==> images/placement_by_type.png <==
(1.5 px per µm) Fill, decap, tap and diode cells in grey.
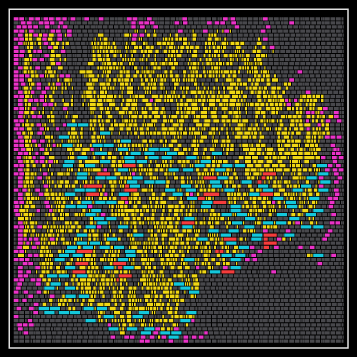
==> images/io_fan.png <==
(1.5 px per µm)
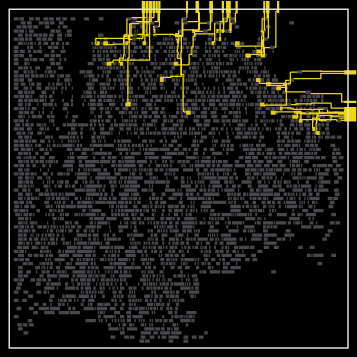
==> images/layer_met2.png <==
(2 px per µm) Cells faint in the background.
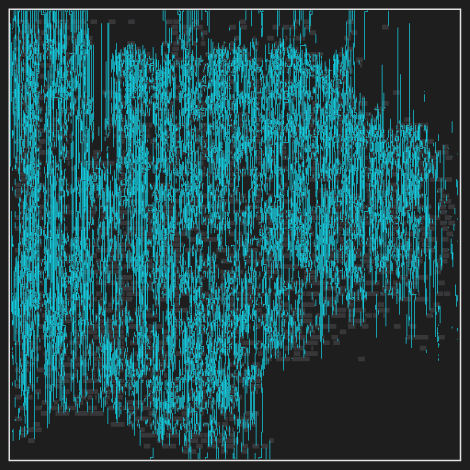
`src/rtl/ex_md_if.sv`:
```
// EX-stage bundle between ID/EX, forwarding unit and the EX/MD datapath.
interface ex_md_if #(
  parameter int DATA_W = 32
);
  logic [31:0]       id_ex_instr;
  logic              ex_valid;
  logic [DATA_W-1:0] reg1;
  logic [DATA_W-1:0] reg2;
  logic [DATA_W-1:0] id_ex_imm_value;
  logic [DATA_W-1:0] ex_mem_alu_result;
  logic [DATA_W-1:0] mem_wb_write_back_result;
  logic              id_ex_alu_src;
  logic [1:0]        id_ex_alu_op;
  logic [1:0]        Forward_A;
  logic [1:0]        Forward_B;
  logic [DATA_W-1:0] alu_result;
  logic [DATA_W-1:0] alu_in2_out;
  logic [DATA_W-1:0] hi_out;
  logic [DATA_W-1:0] lo_out;
  logic              zero;
  logic              stall;
  logic              md_busy;

  modport master (
    output id_ex_instr, ex_valid, reg1, reg2, id_ex_imm_value,
    output ex_mem_alu_result, mem_wb_write_back_result,
    output id_ex_alu_src, id_ex_alu_op, Forward_A, Forward_B,
    input  alu_result, alu_in2_out, hi_out, lo_out,
    input  zero, stall, md_busy
  );

  modport slave (
    input  id_ex_instr, ex_valid, reg1, reg2, id_ex_imm_value,
    input  ex_mem_alu_result, mem_wb_write_back_result,
    input  id_ex_alu_src, id_ex_alu_op, Forward_A, Forward_B,
    output alu_result, alu_in2_out, hi_out, lo_out,
    output zero, stall, md_busy
  );
endinterface

```
`src/rtl/ex_md_pipe_stage.sv`:
```
// EX stage: forwarding muxes, ALU and an iterative multiply/divide unit.
// Define EX_MD_DIV_EN to build the divider (DIV/DIVU).
module ex_md_pipe_stage #(
  parameter int DATA_W = 32
) (
  input logic    clk,
  input logic    reset,
  ex_md_if.slave bus
);
  localparam int CW = $clog2(DATA_W + 1);
  localparam logic [0:0] IDLE = 1'b0;
  localparam logic [0:0] BUSY = 1'b1;
  localparam logic [CW-1:0] CNT_LD = CW'(DATA_W);

  logic [0:0]        state;
  logic [CW-1:0]     cnt;
  logic [DATA_W-1:0] acc_hi, acc_lo, mag_b;
  logic [DATA_W-1:0] hi_r, lo_r;
  logic              sa, sb;

  logic [5:0]        funct;
  logic [DATA_W-1:0] op_a, op_b, alu_b, alu_res;
  logic [DATA_W-1:0] mag_a_in, mag_b_in;
  logic              r_type, is_mul, is_div, is_mf, is_md;
  logic              md_sgn, a_neg, b_neg, accept;
  logic              unused;

  assign funct  = bus.id_ex_instr[5:0];
  assign unused = ^bus.id_ex_instr[31:6];

  always_comb begin
    unique case (bus.Forward_A)
      2'b01:   op_a = bus.mem_wb_write_back_result;
      2'b10:   op_a = bus.ex_mem_alu_result;
      default: op_a = bus.reg1;
    endcase
  end

  always_comb begin
    unique case (bus.Forward_B)
      2'b01:   op_b = bus.mem_wb_write_back_result;
      2'b10:   op_b = bus.ex_mem_alu_result;
      default: op_b = bus.reg2;
    endcase
  end

  assign alu_b = bus.id_ex_alu_src ? bus.id_ex_imm_value : op_b;

  always_comb begin
    alu_res = '0;
    unique case (bus.id_ex_alu_op)
      2'b00: alu_res = op_a + alu_b;
      2'b01: alu_res = op_a - alu_b;
      2'b10: begin
        unique case (funct)
          6'h20:   alu_res = op_a + alu_b;
          6'h22:   alu_res = op_a - alu_b;
          6'h24:   alu_res = op_a & alu_b;
          6'h25:   alu_res = op_a | alu_b;
          6'h27:   alu_res = ~(op_a | alu_b);
          6'h2A:   alu_res = {{(DATA_W-1){1'b0}},
                              $signed(op_a) < $signed(alu_b)};
          6'h10:   alu_res = hi_r;
          6'h12:   alu_res = lo_r;
          default: alu_res = '0;
        endcase
      end
      default: alu_res = '0;
    endcase
  end

  assign r_type = bus.id_ex_alu_op == 2'b10;
  assign is_mul = r_type & (funct == 6'h18 | funct == 6'h19);
`ifdef EX_MD_DIV_EN
  assign is_div = r_type & (funct == 6'h1A | funct == 6'h1B);
`else
  assign is_div = 1'b0;
`endif
  assign is_mf  = r_type & (funct == 6'h10 | funct == 6'h12);
  assign is_md  = is_mul | is_div;
  // Even functs (MULT, DIV) are the signed variants.
  assign md_sgn = ~funct[0];
  assign a_neg  = md_sgn & op_a[DATA_W-1];
  assign b_neg  = md_sgn & op_b[DATA_W-1];
  assign mag_a_in = a_neg ? -op_a : op_a;
  assign mag_b_in = b_neg ? -op_b : op_b;
  assign accept = bus.ex_valid & is_md & (state == IDLE);

  logic [DATA_W:0]     m_sum;
  logic [DATA_W-1:0]   nx_hi, nx_lo, fin_hi, fin_lo;
  logic [2*DATA_W-1:0] prod;

  assign m_sum = {1'b0, acc_hi}
               + (acc_lo[0] ? {1'b0, mag_b} : {(DATA_W+1){1'b0}});

`ifdef EX_MD_DIV_EN
  logic              op_div, dz;
  logic [DATA_W+1:0] d_diff;

  assign d_diff = {1'b0, acc_hi, acc_lo[DATA_W-1]} - {2'b00, mag_b};

  always_ff @(posedge clk) begin
    if (reset) begin
      op_div <= 1'b0;
      dz     <= 1'b0;
    end else if (accept) begin
      op_div <= is_div;
      dz     <= ~|op_b;
    end
  end
`endif

  always_comb begin
    nx_hi = m_sum[DATA_W:1];
    nx_lo = {m_sum[0], acc_lo[DATA_W-1:1]};
`ifdef EX_MD_DIV_EN
    // Restoring step: remainder in acc_hi, quotient shifts into acc_lo.
    if (op_div) begin
      nx_hi = d_diff[DATA_W+1] ? {acc_hi[DATA_W-2:0], acc_lo[DATA_W-1]}
                               : d_diff[DATA_W-1:0];
      nx_lo = {acc_lo[DATA_W-2:0], ~d_diff[DATA_W+1]};
    end
`endif
  end

  assign prod = {nx_hi, nx_lo};

  always_comb begin
    {fin_hi, fin_lo} = (sa ^ sb) ? -prod : prod;
`ifdef EX_MD_DIV_EN
    if (op_div) begin
      fin_lo = dz ? '1 : ((sa ^ sb) ? -nx_lo : nx_lo);
      fin_hi = sa ? -nx_hi : nx_hi;
    end
`endif
  end

  always_ff @(posedge clk) begin
    if (reset) begin
      state  <= IDLE;
      cnt    <= '0;
      acc_hi <= '0;
      acc_lo <= '0;
      mag_b  <= '0;
      sa     <= 1'b0;
      sb     <= 1'b0;
      hi_r   <= '0;
      lo_r   <= '0;
    end else if (state == IDLE) begin
      if (accept) begin
        state  <= BUSY;
        cnt    <= CNT_LD;
        acc_hi <= '0;
        acc_lo <= mag_a_in;
        mag_b  <= mag_b_in;
        sa     <= a_neg;
        sb     <= b_neg;
      end
    end else begin
      acc_hi <= nx_hi;
      acc_lo <= nx_lo;
      cnt    <= cnt - CW'(1);
      if (cnt == CW'(1)) begin
        state <= IDLE;
        hi_r  <= fin_hi;
        lo_r  <= fin_lo;
      end
    end
  end

  assign bus.alu_result  = alu_res;
  assign bus.alu_in2_out = op_b;
  assign bus.zero        = alu_res == '0;
  assign bus.hi_out      = hi_r;
  assign bus.lo_out      = lo_r;
  assign bus.md_busy     = state == BUSY;
  assign bus.stall       = bus.ex_valid & (state == BUSY) & (is_md | is_mf);
endmodule

```
`src/flat_wrapper.sv`:
```
// flat-port wrapper written by rule: the top's interface ports become plain ports
module ex_md_pipe_stage_flat 
#(
  parameter int DATA_W = 32
)
  (clk, reset, bus_id_ex_instr, bus_ex_valid, bus_reg1, bus_reg2, bus_id_ex_imm_value, bus_ex_mem_alu_result, bus_mem_wb_write_back_result, bus_id_ex_alu_src, bus_id_ex_alu_op, bus_Forward_A, bus_Forward_B, bus_alu_result, bus_alu_in2_out, bus_hi_out, bus_lo_out, bus_zero, bus_stall, bus_md_busy);
  ex_md_if #(.DATA_W(DATA_W)) bus_i ();
  input logic clk;
  input logic reset;
  input wire logic [$bits(bus_i.id_ex_instr)-1:0] bus_id_ex_instr;
  input wire logic [$bits(bus_i.ex_valid)-1:0] bus_ex_valid;
  input wire logic [$bits(bus_i.reg1)-1:0] bus_reg1;
  input wire logic [$bits(bus_i.reg2)-1:0] bus_reg2;
  input wire logic [$bits(bus_i.id_ex_imm_value)-1:0] bus_id_ex_imm_value;
  input wire logic [$bits(bus_i.ex_mem_alu_result)-1:0] bus_ex_mem_alu_result;
  input wire logic [$bits(bus_i.mem_wb_write_back_result)-1:0] bus_mem_wb_write_back_result;
  input wire logic [$bits(bus_i.id_ex_alu_src)-1:0] bus_id_ex_alu_src;
  input wire logic [$bits(bus_i.id_ex_alu_op)-1:0] bus_id_ex_alu_op;
  input wire logic [$bits(bus_i.Forward_A)-1:0] bus_Forward_A;
  input wire logic [$bits(bus_i.Forward_B)-1:0] bus_Forward_B;
  output wire logic [$bits(bus_i.alu_result)-1:0] bus_alu_result;
  output wire logic [$bits(bus_i.alu_in2_out)-1:0] bus_alu_in2_out;
  output wire logic [$bits(bus_i.hi_out)-1:0] bus_hi_out;
  output wire logic [$bits(bus_i.lo_out)-1:0] bus_lo_out;
  output wire logic [$bits(bus_i.zero)-1:0] bus_zero;
  output wire logic [$bits(bus_i.stall)-1:0] bus_stall;
  output wire logic [$bits(bus_i.md_busy)-1:0] bus_md_busy;
  assign bus_i.id_ex_instr = bus_id_ex_instr;
  assign bus_i.ex_valid = bus_ex_valid;
  assign bus_i.reg1 = bus_reg1;
  assign bus_i.reg2 = bus_reg2;
  assign bus_i.id_ex_imm_value = bus_id_ex_imm_value;
  assign bus_i.ex_mem_alu_result = bus_ex_mem_alu_result;
  assign bus_i.mem_wb_write_back_result = bus_mem_wb_write_back_result;
  assign bus_i.id_ex_alu_src = bus_id_ex_alu_src;
  assign bus_i.id_ex_alu_op = bus_id_ex_alu_op;
  assign bus_i.Forward_A = bus_Forward_A;
  assign bus_i.Forward_B = bus_Forward_B;
  assign bus_alu_result = bus_i.alu_result;
  assign bus_alu_in2_out = bus_i.alu_in2_out;
  assign bus_hi_out = bus_i.hi_out;
  assign bus_lo_out = bus_i.lo_out;
  assign bus_zero = bus_i.zero;
  assign bus_stall = bus_i.stall;
  assign bus_md_busy = bus_i.md_busy;
  ex_md_pipe_stage #(.DATA_W(DATA_W)) u_core (.clk(clk), .reset(reset), .bus(bus_i));
endmodule
```
`config.mk`:
```
export PLATFORM = sky130hd
export DESIGN_NAME = ex_md_pipe_stage_flat
export DESIGN_NICKNAME = d
export VERILOG_FILES = /design/src/rtl/ex_md_if.sv /design/src/rtl/ex_md_pipe_stage.sv /design/src/flat_wrapper.sv
export SDC_FILE = /design/constraint.sdc
export NUM_CORES = 1
export LEC_CHECK = 0
export CAP_MARGIN = 5
export CORE_MARGIN = 2
export CORE_UTILIZATION = 40
export DETAILED_ROUTE_END_ITERATION = 6
export GPL_ROUTABILITY_DRIVEN = 0
export GPL_TIMING_DRIVEN = 1
export PLACE_DENSITY = 0.7
export SYNTH_ARGS = -nofsm -noshare
export SYNTH_HDL_FRONTEND = slang
export SYNTH_SLANG_ARGS = --single-unit
```
`constraint.sdc`:
```
create_clock -name clk -period 15.4 [get_ports clk]
set_clock_uncertainty 0.15 [all_clocks]
set_input_delay 3.08 -clock clk [delete_from_list [all_inputs] [get_ports clk]]
set_output_delay 3.08 -clock clk [all_outputs]
set_load 0.01 [all_outputs]
```
==> impl_metrics.yaml <==
# yosys + openroad results
status:
  status: "finished, violations left"
  failed_checks: "DRC"
pwr:
  switching_power_mw: 0.707
  p_int_mw: 1.03
  power_density_nw_per_um2: 73.7
  p_clk_share_pct: 26.5
  p_comb_share_pct: 48.2
  pg_seq_mw: 0.438
  ir_drop_v: 0.0000717
  pg_clk_mw: 0.459
setup_path:
  reg2reg_to: "u_core.bus.hi_out[25]"
  cp-end-kind: "output pin"
  rrSetupSlack_ps: 9900
  cp_top_family: "simple AND/OR/NAND/NOR gates"
  worstSetupStartpoint: "bus_Forward_B[1]"
  critPathArrivalTime_ps: 11240
  crit_path_max_incr_delay_ps: 900
cts:
  cts_resized: 0
  post_cts_buffers: 0
  clkTransAtPathRegs_ps: 70
drt:
  drtPass1Iterations: 7
  routed_wl_um: 88600
  initialDrtViolationCount: 3751
  drc_errors: 19
timing:
  rsz0062_at_grt: "no"
  fin_ws_ps: 931
  fin_crit_sh_pct: 94.0
  final.setup.tns_ps: 0
  drv_slew: 0
  slew_headroom_pct: 6.15
  min_period_ps: 14470
hold_path:
  whs_endpoint: "u_core.cnt[3]"
  holdPathStages: 2
  hp-start: "u_core.cnt[3]"
floorplan:
  die_area_um2: 50600
  tapCellCount: 615
  fp_util_pct: 40.7
  die_h_um: 225
  die_w_um: 225
synth:
  flop_cell: "dfxtp_1"
  yosys.cell_count.top_type: "nor2_1"
  ys_cells: 2811
  post-synth-top-area-cell: "dfxtp_1"
  avgSynthCellArea_um2: 6.94
  top_logic_kind: "AND-OR/OR-AND gates"
  synth_area_um2: 19500
  yosys_warnings: 0
  synthAoiAreaFrac_pct: 32.8
  yosys-top-cells-area: "dfxtp_1 (17%), ha_1 (9.7%), nor2_1 (6.6%)"
place:
  dp_hpwl_um: 70400
final_layout:
  regArea_um2: 3390
  buf_share_pct: 14.1
  nClkBuffers: 20
  logic_gate_count: 2285
  n_all_buffers: 340
  ff_count: 169
  final-clk-cell-share_pct: 2.65
  largest_class: "logic gates"
  layout_top_cells: "nor2_1 (340), clkdlybuf4s50_1 (303), nand2_1 (251), a21oi_1 (226), o21ai_0 (176)"
  inv_count: 161
  sh_comb_area_pct: 63.0
  antenna_cells: 2
grt:
  grt_pass1_vias: 21700
  globalRouteTotalUtil_pct: 33.3
  grt_pass1_wl_um: 129000
run:
  tool_warnings: 133
Back to the opening pictures, placement_by_type.png:
legend:
  sequential cells:
    colour: cyan
    cells: 169
    share_of_their_area: 15%
  combinational and other logic:
    colour: yellow
    cells: 2,446
    share_of_their_area: 68%
  remaining buffers and delay cells:
    colour: magenta
    cells: 340
    share_of_their_area: 15%
  clock drivers and dummy loads:
    colour: red
    cells: 32
    share_of_their_area: 2.7%
core area: 47,900 µm²
Seq area share: 14.4%
final instance area: 23,500 µm²
Util after Layout: 49.0%

Back to the opening pictures, io_fan.png:
legend:
  bus_alu_result:
    colour: yellow
    bits: 32
    direction: output
    edge: 22 top, 10 right
    end_cells: 32
    buffers: 32
    wire: 1,380 µm
port bufs: 306
# IOs: 333

Back to the opening pictures, layer_met2.png:
nets with wire on the layer: 2,789
main direction: vertical
wire length on this layer: 38.0 mm
share of all routed wire: 43%

==> per-stage QoR <==
step | cell area (µm²) | cells | utilization [%] | hold slack (ps) | total power [mW]
after global placement | 22900 | 3570 | 47.7 | 311 | 1.23
after floorplan | 19500 | 2811 | - | 277 | 0.942
after global routing | 23500 | 3603 | 49.0 | 360 | 1.80
after detailed placement | 22900 | 3570 | 47.7 | 317 | 1.25
final | 23500 | 3604 | 49.0 | 329 | 1.73
after CTS | 23500 | 3602 | 49.0 | 327 | 1.70
==> layer usage <==
metal  routed length, µm  vias up  global-route usage, %
li1                    -    10600                      -
met1               33800    11000                   42.5
met2               38000     1773                   51.9
met3               11300      326                   7.28
met4                5550        2                   18.9
met5                  11        -                      0
No activity file was given, so power comes from the tool's default toggle rates.
